$ cat src/rtl/rf_pkg.sv
// Shared definitions for the register-file command sequencer: opcodes, FSM
// state encoding, default widths and the illegal-opcode response byte.
package rf_pkg;

  localparam int unsigned DEF_DATA_W = 8;
  localparam int unsigned DEF_ADDR_W = 4;

  localparam logic [3:0] OP_NOP    = 4'h0;
  localparam logic [3:0] OP_MOV    = 4'h1;
  localparam logic [3:0] OP_GET    = 4'h2;
  localparam logic [3:0] OP_ACC    = 4'h3;
  localparam logic [3:0] OP_CLRERR = 4'h4;

  localparam logic [7:0] ERR_RSP = 8'hFF;

  typedef enum logic [3:0] {
    StIdle,
    StWaitImm,
    StWaitDst,
    StRdA,
    StCap,
    StRdB,
    StAdd,
    StWr,
    StRsp
  } state_e;

endpackage

$ cat src/rtl/rf_cmd_sequencer.sv
// Byte-serial command front end sequencing read, write and accumulate accesses
// to an external synchronous-read register file.
// Optional macro RF_SAT_EN: accumulate saturates at all-ones instead of wrapping.
module rf_cmd_sequencer
  import rf_pkg::*;
#(
  parameter int unsigned DATA_W = DEF_DATA_W,
  parameter int unsigned ADDR_W = DEF_ADDR_W
) (
  input  logic              clk,
  input  logic              rst_n,
  input  logic              cmd_valid,
  output logic              cmd_ready,
  input  logic [7:0]        cmd_byte,
  output logic              rsp_valid,
  input  logic              rsp_ready,
  output logic [DATA_W-1:0] rsp_data,
  output logic              err,
  output logic [ADDR_W-1:0] rf_addr,
  output logic              rf_we,
  output logic [DATA_W-1:0] rf_wdata,
  input  logic [DATA_W-1:0] rf_rdata
);

  state_e            state_q;
  logic              cmd_ready_q, rsp_valid_q, err_q, rf_we_q, acc_q;
  logic [DATA_W-1:0] rsp_data_q, rf_wdata_q, a_q, acc_sum;
  logic [ADDR_W-1:0] rf_addr_q, src_q, dst_q;
  logic [3:0]        op;
  logic [ADDR_W-1:0] nib;
  logic              accept;

  assign op     = cmd_byte[3:0];
  assign nib    = cmd_byte[4 +: ADDR_W];
  assign accept = cmd_valid && cmd_ready_q;

  // Accumulate result: operand A was latched in RD_B, operand B is on rf_rdata in ADD.
`ifdef RF_SAT_EN
  logic [DATA_W:0] sum_wide;
  always_comb begin
    sum_wide = {1'b0, a_q} + {1'b0, rf_rdata};
    acc_sum  = sum_wide[DATA_W] ? '1 : sum_wide[DATA_W-1:0];
  end
`else
  always_comb begin
    acc_sum = a_q + rf_rdata;
  end
`endif

  // Command FSM with all outputs registered.
  always_ff @(posedge clk or negedge rst_n) begin
    if (!rst_n) begin
      state_q     <= StIdle;
      cmd_ready_q <= 1'b1;
      rsp_valid_q <= 1'b0;
      rsp_data_q  <= '0;
      err_q       <= 1'b0;
      rf_addr_q   <= '0;
      rf_we_q     <= 1'b0;
      rf_wdata_q  <= '0;
      src_q       <= '0;
      dst_q       <= '0;
      acc_q       <= 1'b0;
      a_q         <= '0;
    end else begin
      // Write strobe is a single-cycle pulse, raised only on entry to WR.
      rf_we_q <= 1'b0;
      case (state_q)
        StIdle: begin
          if (accept) begin
            case (op)
              OP_NOP: ;
              OP_MOV: begin
                dst_q   <= nib;
                state_q <= StWaitImm;
              end
              OP_GET: begin
                src_q       <= nib;
                acc_q       <= 1'b0;
                rf_addr_q   <= nib;
                cmd_ready_q <= 1'b0;
                state_q     <= StRdA;
              end
              OP_ACC: begin
                src_q   <= nib;
                acc_q   <= 1'b1;
                state_q <= StWaitDst;
              end
              OP_CLRERR: err_q <= 1'b0;
              default: begin
                err_q       <= 1'b1;
                rsp_data_q  <= DATA_W'(ERR_RSP);
                rsp_valid_q <= 1'b1;
                cmd_ready_q <= 1'b0;
                state_q     <= StRsp;
              end
            endcase
          end
        end
        StWaitImm: begin
          if (accept) begin
            rf_we_q     <= 1'b1;
            rf_addr_q   <= dst_q;
            rf_wdata_q  <= cmd_byte[DATA_W-1:0];
            cmd_ready_q <= 1'b0;
            state_q     <= StWr;
          end
        end
        StWaitDst: begin
          if (accept) begin
            dst_q       <= cmd_byte[ADDR_W-1:0];
            rf_addr_q   <= src_q;
            cmd_ready_q <= 1'b0;
            state_q     <= StRdA;
          end
        end
        StRdA: begin
          if (acc_q) begin
            rf_addr_q <= dst_q;
            state_q   <= StRdB;
          end else begin
            state_q <= StCap;
          end
        end
        StCap: begin
          rsp_data_q  <= rf_rdata;
          rsp_valid_q <= 1'b1;
          state_q     <= StRsp;
        end
        StRdB: begin
          a_q     <= rf_rdata;
          state_q <= StAdd;
        end
        StAdd: begin
          rf_we_q    <= 1'b1;
          rf_addr_q  <= dst_q;
          rf_wdata_q <= acc_sum;
          state_q    <= StWr;
        end
        StWr: begin
          cmd_ready_q <= 1'b1;
          state_q     <= StIdle;
        end
        StRsp: begin
          if (rsp_ready) begin
            rsp_valid_q <= 1'b0;
            cmd_ready_q <= 1'b1;
            state_q     <= StIdle;
          end
        end
        default: begin
          cmd_ready_q <= 1'b1;
          state_q     <= StIdle;
        end
      endcase
    end
  end

  assign cmd_ready = cmd_ready_q;
  assign rsp_valid = rsp_valid_q;
  assign rsp_data  = rsp_data_q;
  assign err       = err_q;
  assign rf_addr   = rf_addr_q;
  assign rf_we     = rf_we_q;
  assign rf_wdata  = rf_wdata_q;

endmodule

$ cat config.mk
export PLATFORM = sky130hd
export DESIGN_NAME = rf_cmd_sequencer
export DESIGN_NICKNAME = d
export VERILOG_FILES = /design/src/rtl/rf_pkg.sv /design/src/rtl/rf_cmd_sequencer.sv
export SDC_FILE = /design/constraint.sdc
export NUM_CORES = 1
export LEC_CHECK = 0
export CORE_UTILIZATION = 48
export DETAILED_ROUTE_END_ITERATION = 10
export PLACE_DENSITY = 0.74
export SLEW_MARGIN = 30
export SYNTH_ARGS = -nofsm -noshare
export SYNTH_HDL_FRONTEND = slang
export SYNTH_SLANG_ARGS = --single-unit
$ cat constraint.sdc
create_clock -name clk -period 2.5 [get_ports clk]
set_input_delay 0.375 -clock clk [delete_from_list [all_inputs] [get_ports clk]]
set_output_delay 0.375 -clock clk [all_outputs]
set_load 0.01 [all_outputs]
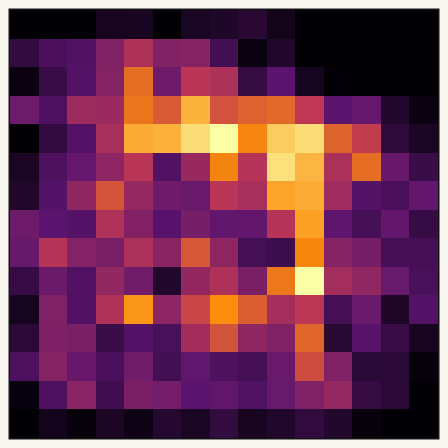
*Wiring heat map, run 1*
The die is cut into 15 by 15 equal tiles; black is low, pale yellow is high, scaled to the fullest tile. Values are wire area over tile area, all layers added.
- fullest tile: 0.53
- emptiest ninth of the die: north-east
- mean over tiles: 0.16
WL per Instance: 15.5 um
Total GRT Usage: 22.1%
routed wire length: 5390 um
via count: 1986

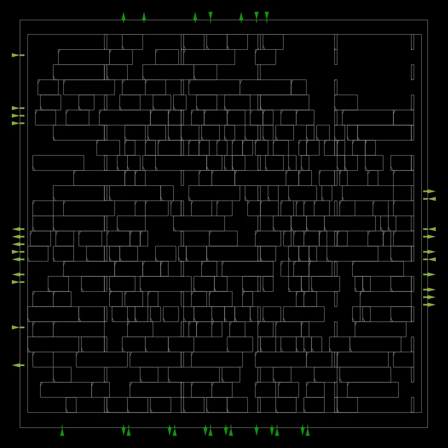
*Placement view, run 1*
total core area: 0.00482 mm^2
non-filler cells, final: 347
end-of-flow core utilization: 63.7%

==> out/summary.txt, run 1 <==
status: completed
Iter 0 DRT Violations: 143
# hold bufs at CTS: 0
vias per cell: 5.72
Root Buffer: clkbuf_8
Max Cap Violations: 0
Clock Skews: 10.9 ps
Synth cell types: 51
#FFs+latches synth: 45
WHS: 27.7 ps
global-route wire length before repair: 9000 um
post-synthesis instance total: 229
Yosys Chip Area: 0.00244 mm^2
min cycle time layout: 2160 ps
initial antenna violation count: 0
max_slew headroom: 62.8%
# fillers: 440
post-synthesis sequential area ratio: 46.2%
Syn Nets: 257
pwr/cell area: 1130 mW/mm^2
Tot Pwr: 3470 uW
clk slew on worst S/H paths: 90 ps
worst hold path class: input pin to asynchronous set/reset pin
Residual DRC: 0
Main synth FF type: dfrtp_1
post-synthesis instance area: 0.00244 mm^2
Crit path required time: 2690 ps
Die W: 73.3 um
async set-reset flop share out of synthesis: 100%
most instantiated logic cell after routing: dfrtp_1
Syn Area/Cell: 10.7 um^2
Post-synth EDFFs: 0
H-tree lvl count: 2
critical path type: input pin to flop
cts repair resizes: 0
IO buf count: 43
CP Max Fanout: 3
cycle use final: 86.6%
leakage: 0.00133 uW
die area: 0.00538 mm^2
Setup TNS: 0 ps
DP HPWL: 4030 um
synth warn: 0
num rows: 25
TritonCTS buffer count: 5
peak supply drop: 0.719 mV
unrepaired setup endpoints after global routing: no
largest net degree at the start of global routing: 25
GRT overflow: 0
initial core utilization: 50.7%
Max Buffers Root-to-Sink: 2
most instantiated logic cells after routing: dfrtp_1 (44), clkdlybuf4s50_1 (42), nor2_1 (14), a21oi_1 (14), mux2_2 (14)
ANT cells: 0
share of layout cells above drive strength 1: 16.1%
ys cells: 229
nets@finish: 307
dpl ws: 26.8 ps
GP Congestion: 0.901
Fmax: 462 MHz
DRT Pass-1 Iters: 4
total setup buffers inserted after CTS: 0
Post-DRT Antenna Nets: 0
I/O Pins: 44
Area Overhead vs Synth: 25.7%
clk latency late pin: 300 ps
CTS tree: built
final setup fails: 0
vias in the first global route: 1888
vertical die size: 73.3 um
CP Launch Type: input pin
Slew @ Worst Pin: 552 ps
crit path DAT: 2360 ps
fin worst setup slack: 335 ps
CTS sink cnt: 45
final hold vios: 0
CP endpoint kind: flop
stage-log warning count: 26
Final Max Tran Viols: 0
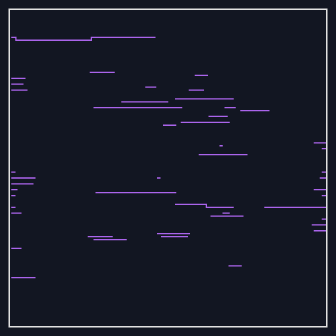
*M3 wires, run 1*
- longest straight run: 20.2 um
- nets with wire on the layer: 41
- main direction: horizontal
- share of all routed wire: 4.9%
- wire length on this layer: 261 um
met3 Use GR: 4.12%

## run 1: flip-flops by register name (all words and copies together), names as in the netlist
signal	flops
a_q	8
rf_wdata	8
rsp_data	8
dst_q	4
rf_addr	4
src_q	4
state_q	4
acc_q	1
cmd_ready	1
err	1
rf_we	1
rsp_valid	1
## run 1: area by class of cell
class / instances / area, um^2 / share of cell area, %
repair buffers: 54 / 508 / 16.6
clock inverters: 3 / 21.3 / 0.693
clock buffers: 5 / 68.8 / 2.24
multi-input cells: 168 / 1240 / 40.4
inverters: 5 / 18.8 / 0.611
well taps: 67 / 83.8 / 2.73
flip-flops and latches: 45 / 1130 / 36.7
## run 1: critical path: stages
cell and delay (ps):
clkdlybuf4s50_1 440, ha_1 230, inv_1 70, fa_1 200
nor2b_1 70, o31a_1 250, o21a_1 180, or3_1 310
a31o_2 240
## run 1: Yosys cell counts, types with 4 or more instances
cell type / instances / area, um^2
buf_2: 4 / 20.0
nor3_1: 4 / 20.0
o22ai_1: 7 / 43.8
ha_1: 7 / 87.6
mux2_1: 4 / 45.0
inv_1: 5 / 18.8
a221o_1: 4 / 40.0
or3_1: 4 / 25.0
nand2b_1: 8 / 50.1
dfrtp_1: 44 / 1100
a2bb2oi_1: 4 / 35.0
nor2_1: 14 / 52.6
a21oi_1: 14 / 70.1
nand2_1: 12 / 45.0
clkbuf_1: 6 / 22.5
o21ai_0: 12 / 60.1
nand3_1: 6 / 30.0
o22a_1: 8 / 70.1
mux2_2: 14 / 158
## run 1: through the flow
step                cells  util [%]  instance area [um^2]
floorplan             229         -                  2440
global placement      339      61.8                  2980
detailed placement    339      61.8                  2980
CTS                   347      63.7                  3070
global route          347      63.7                  3070
finish                347      63.7                  3070
## run 1: kinds of logic after synthesis
group / share of synthesized area (%)
flops: 46.2
xor+xnor: 1.79
buf+inv: 2.97
fa+ha+maj: 4.41
mux: 9.53
compound gates: 21.2
simple gates: 13.9
## run 1: per-layer routing
metal,vias up,part of all wire (%),GRT usage (%)
met5,-,0,0
met4,0,0.87,7.26
met3,4,4.8,4.12
met2,70,47,34.8
met1,954,47,31.0
li1,958,-,-
## run 1: power breakdown
group	switching (uW)	internal, uW	total [uW]
clock network	263	199	462
registers	217	1050	1260
logic	813	928	1740
total	1290	2170	3470
## run 1: worst paths after layout
kind	startpoint	endpoint	slack, ps	cells after the start
worst max-delay path	rf_rdata[0]	rf_wdata[6]	340	9
worst min-delay path	rst_n	rsp_data[4]	30	1
worst max register to register	a_q[0]	rf_wdata[6]	490	8
worst min register to register	rsp_data[1]	rsp_data[1]	490	1
max in group asynchronous	rst_n	rf_wdata[3]	1780	2
min in group clk	rsp_data[1]	rsp_data[1]	490	1
### Wires at chosen ports, followed through buffers, run 1

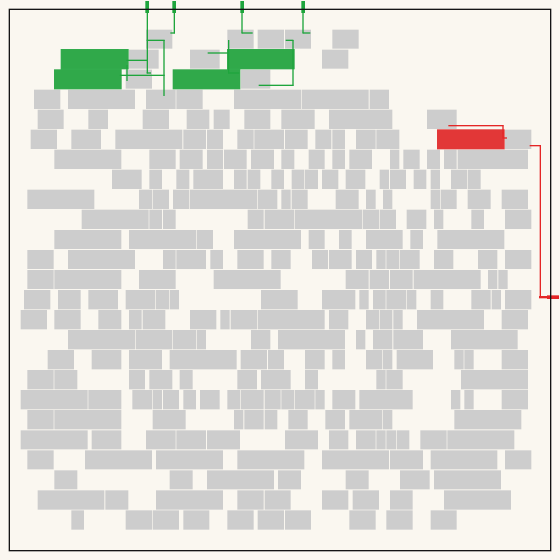

==> run 2: changes to the inputs <==
--- a/config.mk
+++ b/config.mk
@@ -7,7 +7,7 @@
 export LEC_CHECK = 0
 export CORE_UTILIZATION = 48
 export DETAILED_ROUTE_END_ITERATION = 10
-export PLACE_DENSITY = 0.74
+export PLACE_DENSITY = 0.77
 export SLEW_MARGIN = 30
 export SYNTH_ARGS = -nofsm -noshare
 export SYNTH_HDL_FRONTEND = slang
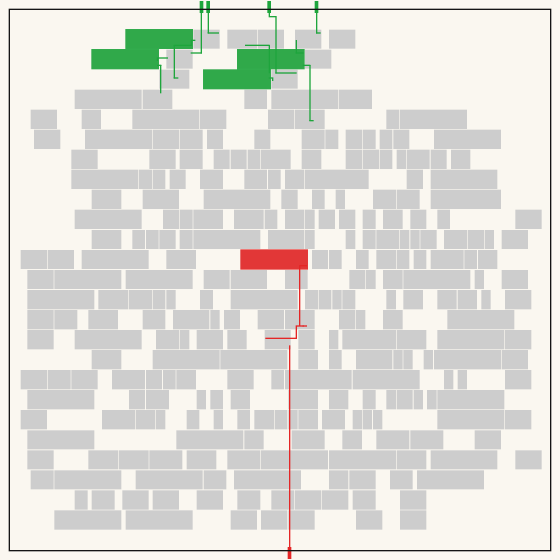
*Wires at chosen ports, followed through buffers, run 2*
- red: `err` (bits 1; direction output; edge south; end cells 1; buffers 1; wire 43.7 um)
- green: `rf_addr` (bits 4; direction output; edge north; end cells 4; buffers 4; wire 60.1 um)
IO buf count: 43
I/O Pins: 44

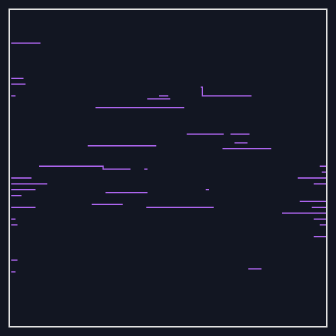
*M3 wires, run 2*
- main direction: horizontal
- share of all routed wire: 3.9%
- wire length on this layer: 216 um
- nets with wire on the layer: 32
routed wire length: 5530 um
met3 Use GR: 4.66%
via count: 1979

==> out/summary.txt, run 2 <==
status: completed
die area: 0.00538 mm^2 (unchanged)
total setup buffers inserted after CTS: 0 (unchanged)
post-synthesis xor/xnor area fraction: 1.79% (unchanged)
stage-log warning count: 26 (unchanged)
dpl cells: 337 (-0.59%)
post-synthesis sequential area ratio: 46.2% (unchanged)
crit path DAT: 2430 ps (+70 ps)
GR peak layer: met2
ys cells: 229 (unchanged)
final hold vios: 0 (unchanged)
post-synthesis instance area: 0.00244 mm^2 (unchanged)
met1 usage: 32.1% (+1.1 points)
vias in the first global route: 1972 (+4.4%)
CP endpoint kind: flop
Main synth FF type: dfrtp_1
final setup fails: 0 (unchanged)
Fmax: 447 MHz (-3.3%)
Post-synth EDFFs: 0 (unchanged)
critical path type: input pin to flop
CP delay by family, top: AND-OR/OR-AND gates
Post-Synth Simple-Gate Area: 13.9% (unchanged)
Slew @ Worst Pin: 618 ps (+66.1 ps)
Max stage delay on crit path: 450 ps (about the same)
Yosys Chip Area: 0.00244 mm^2 (unchanged)
synth warn: 0 (unchanged)
min cycle time layout: 2240 ps (+73.3 ps)
DP HPWL: 4050 um (+0.44%)
worst path cell trace: clkdlybuf4s50_1 > ha_1 > inv_1 > fa_1 > nor2b_1 > o31a_1 > o21a_1 > or3_1 > a31o_2
Residual DRC: 0 (unchanged)
H-tree lvl count: 2 (unchanged)
Final Max Tran Viols: 0 (unchanged)
initial core utilization: 50.7% (unchanged)
clk slew on worst S/H paths: 80 ps (about the same)
most instantiated logic cell after routing: dfrtp_1
Area Overhead vs Synth: 24.9%
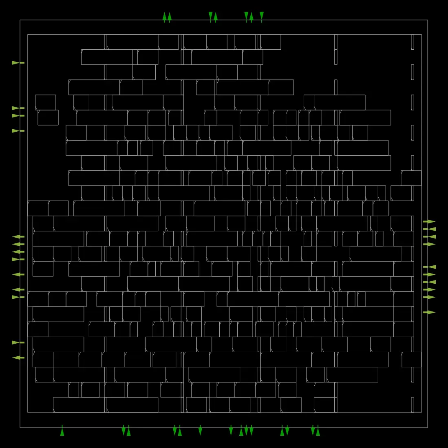
*Placement view, run 2*
Well Taps: 67
num rows: 25
# fillers: 413
non-filler cells, final: 345

run 2: cell counts after synthesis:
Identical to the previous run, type by type.
run 2: power by group:
part           total (uW)  internal, uW  switching, uW
logic                1730           922            810
clock network         441           198            243
registers            1280          1050            234
run 2: routing by layer:
metal | vias up | wire length [um] | share of wire (%)
met2 | 51 | 2590 | 47
met3 | 7 | 215 | 3.9
met1 | 970 | 2670 | 48
met4 | 0 | 59 | 1.1
met5 | - | 0 | 0
li1 | 951 | - | -
run 2: cell type report:
cell class / count / share of cell area [%]
repair buffers: 52 / 16.2
multi-input cells: 168 / 40.7
flip-flops and latches: 45 / 37.0
clock buffers: 7 / 2.50
inverters: 5 / 0.616
clock inverters: 1 / 0.246
well taps: 67 / 2.75
run 2: cell families (layout without fill, tap and decap cells):
group           count (synthesis)  count (layout)
compound gates                 73              73
simple gates                   61              61
flops                          45              45
mux                            21              21
buf+inv                        16              65
fa+ha+maj                       8               8
xor+xnor                        5               5
run 2: worst paths after layout:
check                            start          end  slack (ps)
setup / recovery           rf_rdata[0]  rf_wdata[6]         260
hold / removal                   rst_n  rsp_data[4]          30
setup reg to reg            state_q[1]   rf_addr[0]         380
hold reg to reg            rsp_data[5]  rsp_data[5]         490
max in group asynchronous        rst_n     src_q[1]        1780
min in group clk           rsp_data[5]  rsp_data[5]         490
run 2: per-stage QoR:
step,area (um^2),setup WS [ps],total power [uW]
global route,3050,119,3720
CTS,3050,274,3470
detailed placement,2960,-37.5,3020
finish,3050,262,3450
floorplan,2440,565,2370
global placement,2960,56.4,2970
### Register map, names as in the netlist, run 2

Other sequential cells in the stronger gray, the rest of the logic in the fainter gray.
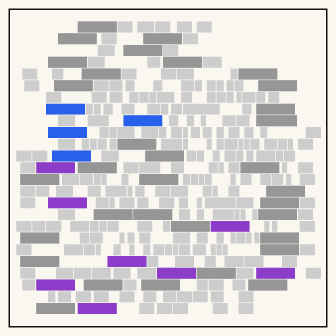

==> run 3: changes to the inputs <==
--- a/config.mk
+++ b/config.mk
@@ -7,7 +7,7 @@
 export LEC_CHECK = 0
 export CORE_UTILIZATION = 48
 export DETAILED_ROUTE_END_ITERATION = 10
-export PLACE_DENSITY = 0.77
+export PLACE_DENSITY = 0.74
 export SLEW_MARGIN = 30
 export SYNTH_ARGS = -nofsm -noshare
 export SYNTH_HDL_FRONTEND = slang
==> constraint.sdc (replaced) <==
create_clock -name clk -period 2.8 [get_ports clk]
set_input_delay 0.42 -clock clk [delete_from_list [all_inputs] [get_ports clk]]
set_output_delay 0.42 -clock clk [all_outputs]
set_load 0.01 [all_outputs]
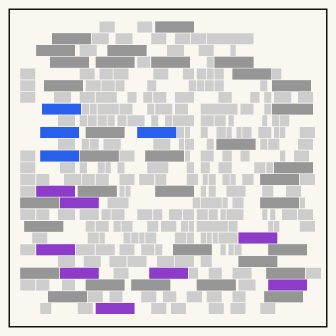
*Register map, names as in the netlist, run 3*
Other sequential cells in the stronger gray, the rest of the logic in the fainter gray.
- purple: `a_q` (placed flops 8)
- blue: `src_q` (placed flops 4; where west)
- not colored: 33
Reg area: 0.00113 mm^2
end-of-flow core utilization: 63.1%
sequential power: 1140 uW
Seq/total area: 37.1%

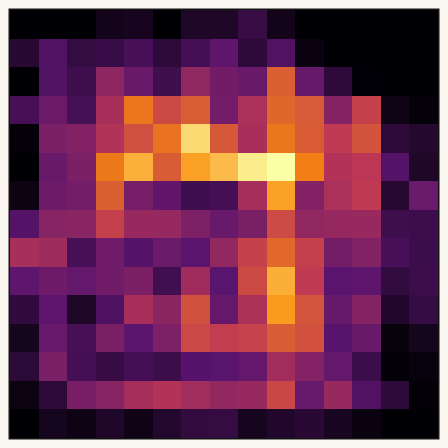
*Wiring heat map, run 3*
The die is cut into 15 by 15 equal tiles; black is low, pale yellow is high, scaled to the fullest tile. Values are wire area over tile area, all layers added.
- mean over tiles: 0.16
- nearly empty tiles: 11%
- densest ninth of the die: center
- fullest tile: 0.53
- emptiest ninth of the die: north-east
- tiles over half the peak: 19%
via count: 1946
WL per Instance: 15.7 um

==> out/summary.txt, run 3 <==
CTS tree: built
share of total power in sequential cells: 36.2% (-0.9 points)
H-tree lvl count: 2 (unchanged)
Fmax: 441 MHz
Yosys Chip Area: 0.00244 mm^2 (unchanged)
num rows: 25 (unchanged)
P_sw: 1130 uW (-12%)
Cell Int Power: 2030 uW (-6.4%)
Top cell area share: 45.1%
GRT overflow: 0
Area after DPL: 0.00292 mm^2 (-1.4%)
Slew @ Worst Pin: 687 ps (+68.2 ps)
switching share of total power: 35.7% (-1.5 points)
CP Max Fanout: 3
initial core utilization: 50.7% (unchanged)
Tot Pwr: 3160 uW (-8.6%)
IO buf count: 43 (unchanged)
Main synth FF type: dfrtp_1
Post-synth EDFFs: 0 (unchanged)
min cycle time layout: 2270 ps
most instantiated logic cells after routing: dfrtp_1 (44), clkdlybuf4s50_1 (42), nor2_1 (14), a21oi_1 (14), mux2_2 (14)
die area: 0.00538 mm^2 (unchanged)
routed wire length: 5340 um (-3.6%)
pwr/cell area: 1040 mW/mm^2
post-synthesis sequential area ratio: 46.2% (unchanged)
leakage: 0.00131 uW
Clock Power Share: 15.9% (+3.1 points)
Crit path required time: 2980 ps
cycle use final: 80.9%
most instantiated logic cell after routing: dfrtp_1
Post-Synth Simple-Gate Area: 13.9% (unchanged)
ANT cells: 0
stage-log warning count: 26 (unchanged)
critical path type: input pin to flop
Residual DRC: 0 (unchanged)
cts repair resizes: 0
I/O Pins: 44 (unchanged)
Synth cell types: 51
total setup buffers inserted after CTS: 0 (unchanged)
vias in the first global route: 1830 (-7.2%)
crit path DAT: 2450 ps (+20 ps)
Final Max Tran Viols: 0 (unchanged)
peak supply drop: 0.444 mV
Largest logic family: AND-OR/OR-AND gates
synth warn: 0 (unchanged)
DP HPWL: 3950 um (-2.5%)
Max Buffers Root-to-Sink: 2
post-synthesis instance area: 0.00244 mm^2 (unchanged)
final hold vios: 0 (unchanged)
ys cells: 229 (unchanged)
#FFs+latches synth: 45
final setup fails: 0 (unchanged)
Area Overhead vs Synth: 24.4%
global-route wire length before repair: 8710 um
Comb pwr share: 47.8% (-2.3 points)
clk slew on worst S/H paths: 80 ps (about the same)
Clock Skews: 5.27 ps
WHS: 119 ps
Final Cell Area: 0.00304 mm^2 (-0.33%)
status: completed
CP endpoint kind: flop
Multi-input gate area: 0.00124 mm^2
post-synthesis xor/xnor area fraction: 1.79% (unchanged)
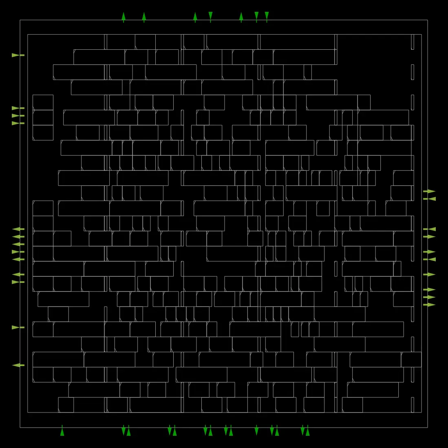
*Placement view, run 3*
non-filler cells, final: 339
# fillers: 420
Flops: 45

run 3: cell count changes in the layout (fill, tap and decap cells not counted), sizes merged:
| cell | delta |
|---|---|
| buf | -6 |
| bufinv | +1 |
| clkinvlp | -1 |
run 3: layout make-up:
| cell class | instances | share of cell area (%) |
|---|---|---|
| Clock buffer | 7 | 2.84 |
| Clock inverter | 1 | 0.988 |
| Inverter | 5 | 0.618 |
| Multi-Input combinational cell | 168 | 40.9 |
| Sequential cell | 45 | 37.1 |
| Tap cell | 67 | 2.76 |
| Timing Repair Buffer | 46 | 14.8 |
run 3: metrics by stage:
stage | util [%] | worst slack, ps | instances
2_1_floorplan | - | 820 | 229
3_3_place_gp | 60.6 | 292 | 331
3_5_place_dp | 60.6 | 238 | 331
4_1_cts | 63.1 | 546 | 339
5_1_grt | 63.1 | 428 | 339
6_report | 63.1 | 535 | 339
run 3: worst max-delay path: stages:
cell             delay (ps)
clkdlybuf4s50_1         440
ha_1                    250
inv_1                    80
fa_1                    210
nor2b_1                  80
o31a_1                  250
o21a_1                  180
or3_1                   300
a31o_2                  250
run 3: power by group through the flow:
stage / registers (uW) / logic [uW] / clock network [uW]
5_1_grt: 1180 / 1660 / 538
3_3_place_gp: 1150 / 1480 / 0
4_1_cts: 1140 / 1520 / 514
2_1_floorplan: 1140 / 967 / 0
6_report: 1140 / 1510 / 503
3_5_place_dp: 1160 / 1510 / 0
run 3: final timing paths:
check | startpoint | to | slack [ps] | cells past startpoint
worst max-delay path | rf_rdata[0] | rf_wdata[6] | 530 | 9
worst min-delay path | rst_n | rsp_data[4] | 120 | 1
worst max register to register | state_q[0] | rf_wdata[6] | 680 | 5
worst min register to register | rf_addr[0] | rf_addr[0] | 500 | 1
max in group asynchronous | rst_n | cmd_ready | 2310 | 1
min in group clk | rf_addr[0] | rf_addr[0] | 500 | 1
run 3: per-layer routing:
| metal | track usage, % | share of wire (%) |
|---|---|---|
| met4 | 7.05 | 1.3 |
| met5 | 0 | 0 |
| met3 | 4.66 | 5.1 |
| met2 | 32.8 | 46 |
| met1 | 30.3 | 47 |
run 3: logic make-up after synthesis:
group	Yosys count
flip-flops	45
AND-OR/OR-AND	73
adder cells (fa/ha/maj)	8
multiplexers	21
AND/OR/NAND/NOR	61
buffers and inverters	16
XOR/XNOR	5
Power figures rest on the tool's default switching activity, not on a simulated workload.
